### config.mk
export PLATFORM = sky130hd
export DESIGN_NAME = uart_tx_buffered
export DESIGN_NICKNAME = d
export VERILOG_FILES = /design/src/rtl/uart_tx_buffered.sv
export SDC_FILE = /design/constraint.sdc
export NUM_CORES = 1
export LEC_CHECK = 0
export CAP_MARGIN = 15
export CORE_MARGIN = 2
export CORE_UTILIZATION = 60
export CTS_CLUSTER_DIAMETER = 100
export DETAILED_ROUTE_END_ITERATION = 8
export GPL_ROUTABILITY_DRIVEN = 0
export HOLD_SLACK_MARGIN = 0.06
export PLACE_DENSITY_LB_ADDON = 0.3
export SYNTH_ARGS = -nofsm -noshare
export SYNTH_HDL_FRONTEND = slang
export SYNTH_SLANG_ARGS = --single-unit
### constraint.sdc
create_clock -name clk -period 2.3 [get_ports clk]
set_input_delay 0.345 -clock clk [delete_from_list [all_inputs] [get_ports clk]]
set_output_delay 0.345 -clock clk [all_outputs]
set_load 0.02 [all_outputs]
### src/rtl/uart_tx_buffered.sv
// Buffered 8N1/8E1/8O1 UART transmitter: host writes bytes into a FIFO and a
// baud-timed serializer drains it onto tx with no idle gap between queued frames.
module uart_tx_buffered #(
    parameter int CLKS_PER_BIT = 5208,
    parameter int FIFO_DEPTH   = 8,
    parameter int PARITY_EN    = 0,
    parameter int PARITY_ODD   = 0
) (
    input  logic                          clk,
    input  logic                          rst,
    input  logic                          wr_enb,
    input  logic [7:0]                    data_in,
    output logic                          tx,
    output logic                          busy,
    output logic                          full,
    output logic                          empty,
    output logic [$clog2(FIFO_DEPTH):0]   fifo_count,
    output logic                          overflow
);

    localparam int PTR_W = $clog2(FIFO_DEPTH);
    localparam int CNT_W = $clog2(CLKS_PER_BIT);
    localparam logic [CNT_W-1:0] BAUD_LAST  = CNT_W'(CLKS_PER_BIT - 1);
    localparam logic [PTR_W:0]   FULL_COUNT = (PTR_W + 1)'(FIFO_DEPTH);
    localparam logic             ODD_BIT    = (PARITY_ODD != 0);

    typedef enum logic [2:0] {
        IDLE,
        START,
        DATA,
        PARITY,
        STOP
    } state_t;

    logic [7:0]       mem_q [FIFO_DEPTH];
    logic [PTR_W-1:0] wr_ptr_q;
    logic [PTR_W-1:0] rd_ptr_q;
    logic [PTR_W:0]   count_q;
    logic [PTR_W:0]   count_d;
    logic             full_q;
    logic             empty_q;
    logic             overflow_q;

    state_t           state_q;
    logic [CNT_W-1:0] baud_cnt_q;
    logic [2:0]       bit_idx_q;
    logic [7:0]       shift_q;
    logic             parity_q;
    logic             tx_q;
    logic             busy_q;

    logic             wr_accept;
    logic             baud_done;
    logic             pop;

    // Acceptance uses the registered full flag, so a same-cycle pop never rescues a write.
    assign wr_accept = wr_enb && !full_q;
    assign baud_done = (baud_cnt_q == BAUD_LAST);
    assign pop       = !empty_q && ((state_q == IDLE) || (state_q == STOP && baud_done));

    always_comb begin
        count_d = count_q;
        if (wr_accept && !pop) begin
            count_d = count_q + 1'b1;
        end else if (!wr_accept && pop) begin
            count_d = count_q - 1'b1;
        end
    end

    always_ff @(posedge clk or negedge rst) begin
        if (!rst) begin
            wr_ptr_q   <= '0;
            rd_ptr_q   <= '0;
            count_q    <= '0;
            full_q     <= 1'b0;
            empty_q    <= 1'b1;
            overflow_q <= 1'b0;
        end else begin
            if (wr_accept) begin
                wr_ptr_q <= wr_ptr_q + 1'b1;
            end
            if (pop) begin
                rd_ptr_q <= rd_ptr_q + 1'b1;
            end
            count_q    <= count_d;
            full_q     <= (count_d == FULL_COUNT);
            empty_q    <= (count_d == '0);
            overflow_q <= wr_enb && full_q;
        end
    end

    // Storage carries no reset so it can map onto RAM; stale entries are unreachable.
    always_ff @(posedge clk) begin
        if (wr_accept) begin
            mem_q[wr_ptr_q] <= data_in;
        end
    end

    always_ff @(posedge clk or negedge rst) begin
        if (!rst) begin
            state_q    <= IDLE;
            baud_cnt_q <= '0;
            bit_idx_q  <= '0;
            shift_q    <= '0;
            parity_q   <= 1'b0;
            tx_q       <= 1'b1;
            busy_q     <= 1'b0;
        end else if (state_q == IDLE) begin
            baud_cnt_q <= '0;
            tx_q       <= 1'b1;
            busy_q     <= 1'b0;
            if (pop) begin
                shift_q   <= mem_q[rd_ptr_q];
                parity_q  <= (^mem_q[rd_ptr_q]) ^ ODD_BIT;
                bit_idx_q <= '0;
                state_q   <= START;
                tx_q      <= 1'b0;
                busy_q    <= 1'b1;
            end
        end else if (!baud_done) begin
            baud_cnt_q <= baud_cnt_q + 1'b1;
        end else begin
            baud_cnt_q <= '0;
            // tx is registered, so each branch drives the level of the state being entered.
            case (state_q)
                START: begin
                    state_q <= DATA;
                    tx_q    <= shift_q[0];
                end
                DATA: begin
                    shift_q <= shift_q >> 1;
                    if (bit_idx_q == 3'd7) begin
                        if (PARITY_EN != 0) begin
                            state_q <= PARITY;
                            tx_q    <= parity_q;
                        end else begin
                            state_q <= STOP;
                            tx_q    <= 1'b1;
                        end
                    end else begin
                        bit_idx_q <= bit_idx_q + 1'b1;
                        tx_q      <= shift_q[1];
                    end
                end
                PARITY: begin
                    state_q <= STOP;
                    tx_q    <= 1'b1;
                end
                STOP: begin
                    if (pop) begin
                        shift_q   <= mem_q[rd_ptr_q];
                        parity_q  <= (^mem_q[rd_ptr_q]) ^ ODD_BIT;
                        bit_idx_q <= '0;
                        state_q   <= START;
                        tx_q      <= 1'b0;
                    end else begin
                        state_q <= IDLE;
                        tx_q    <= 1'b1;
                        busy_q  <= 1'b0;
                    end
                end
                default: begin
                    state_q <= IDLE;
                    tx_q    <= 1'b1;
                    busy_q  <= 1'b0;
                end
            endcase
        end
    end

    assign tx         = tx_q;
    assign busy       = busy_q;
    assign full       = full_q;
    assign empty      = empty_q;
    assign fifo_count = count_q;
    assign overflow   = overflow_q;

endmodule

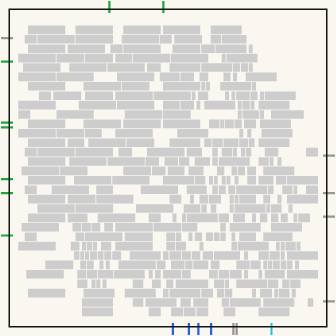
*Pin placement*
Pins as bars across the die edge, other pins in grey.
| port | colour | pins | direction | edge |
|---|---|---|---|---|
| `fifo_count` | blue | 4 | output | bottom |
| `overflow` | cyan | 1 | output | bottom |
| `data_in` | green | 8 | input | 6 left, 2 top |
all pins by edge: 7 left, 7 bottom, 4 right, 2 top
die height: 91.4 microns
Die W: 91.4 microns
count of input and output buffers: 19

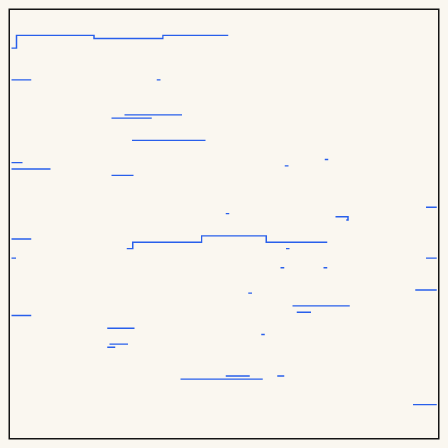
*Metal 3*
share of all routed wire: 2.9%
main direction: horizontal
wire length on this layer: 227 microns
longest straight run: 17.2 microns
nets with wire on the layer: 23
total number of vias: 2,611
final wirelength: 7840 microns
met3 Use GR: 4.98%

==> deck_impl_summary.md <==
Physical Implementation Snapshot

Clock tree
  • Post-cts resize count: 0
  • Htree depth: 3
  • CTS clock-pin slew for the worst setup and hold paths: 0.11 ns
  • CTS Sinks: about 110

Critical path
  • Crit path largest cell delay: around 0.45 ns
  • Critical path endpoint: empty$_DFF_PN1_
  • CP Launch Point: baud_cnt_q[0]$_DFF_PN0_
  • WP data required: about 2.6 ns
  • Worst r2r src: baud_cnt_q[0]$_DFF_PN0_
  • Slowest CP cell: a211oi_1

STA
  • Setup_tns: 0 ns
  • Final min period: 2.19 ns
  • WHS: between 0.1 and 0.15 ns
  • Final Worst Setup Slack: roughly 0.11 ns

Placed design
  • Placed Cells incl. Taps: 439
  • Setup slack at placement: a little under 0.07 ns
  • Dpl cell area: ~5000 sq um

Synth
  • Post-Syn Instances: 317
  • Mux share: about a tenth
  • Yosys adder share: roughly 1.9%
  • Ys async rst share: 39.6%
  • Post-synth EDFFs: about 64
  • Number of distinct library cells after synthesis: roughly 57

GRT
  • Largest net degree at the start of global routing: about 43
  • Number of global-route vias before repair: roughly 2,700
  • Grt met2 use: roughly a third
  • All-Layer GR Usage: 20.8%
  • Most Used Layer, Global Route: met2
  • First-pass GRT wire length: ~13,000 microns

Final layout
  • Fin area: ~5200 sq um
  • Synth-to-layout area growth: 13.5%
  • Post-Layout Cell Count: roughly 460
  • Layout cells sized above 1: 20.8%

Power
  • PD cells: ~1100 nW/um^2
  • Maximum vdd drop: between 0.7 and 0.8 mV

Run
  • Max cap viols: 0

Floorplanning
  • Chip area: approximately 8400 sq um
  • Top Ports: 20

Min path
  • HP Class: in2async

Routing
  • Vias per cell: approximately 5.7
  • Antenna Violating Nets Remaining: 0

Outcome
  • Status: finished, final reports clean
-- area by class of cell --
cell class / count / area (sq um)
Fill cell: 463 / 2120
Clock inverter: 7 / 91.3
Multi-Input combinational cell: 190 / 1540
Tap cell: 99 / 124
Clock buffer: 9 / 124
Inverter: 9 / 33.8
Timing Repair Buffer: 35 / 318
Sequential cell: 106 / 2980
-- registers in the layout, indices dropped and copies added, names as in the netlist, 3 cells and up --
| signal | flops |
|---|---|
| fifo_count | 4 |
| bit_idx_q | 3 |
| wr_ptr_q | 3 |
| state_q | 3 |
| rd_ptr_q | 3 |
| shift_q | 8 |
| mem_q | 64 |
| baud_cnt_q | 13 |
-- synth_stat cells, types with 4 or more instances --
master and count:
nand2_1 23, mux4_2 16, clkbuf_1 6, o21ai_0 6, xnor2_1 11, buf_2 4, nor2_1 35, o22ai_1 7
ha_1 7, nor3_1 9, edfxtp_1 64, inv_1 9, and3_1 4, mux2_2 7, dfrtp_1 40, xor2_1 6
nand3_1 4
-- worst max-delay path, delay by kind of cell, from the launching register on --
kind            cells  cell delay, ns
compound gates      4            1.16
fa+ha+maj           1            0.26
flops               1            0.42
simple gates        1            0.25
-- placed cells by master, fill, tap and decap left out, types with 11 or more instances in the layout --
master / count
nand2_1: 23
buf_4: 15
edfxtp_1: 64
nor2_1: 35
dfrtp_1: 40
xnor2_1: 11
mux4_2: 16
clkdlybuf4s50_1: 18
-- where the power goes --
group / internal (uW) / switching (uW)
clock: 458 / 724
combinational: 897 / 822
sequential: 2430 / 302
total: 3790 / 1850
-- metal layers --
| layer | vias up | routed length [microns] |
|---|---|---|
| met4 | 0 | 163 |
| met2 | 44 | 3880 |
| met3 | 18 | 226 |
| met5 | - | 0 |
| li1 | 1253 | - |
| met1 | 1296 | 3570 |
Power is estimated from default activity; no workload was simulated.
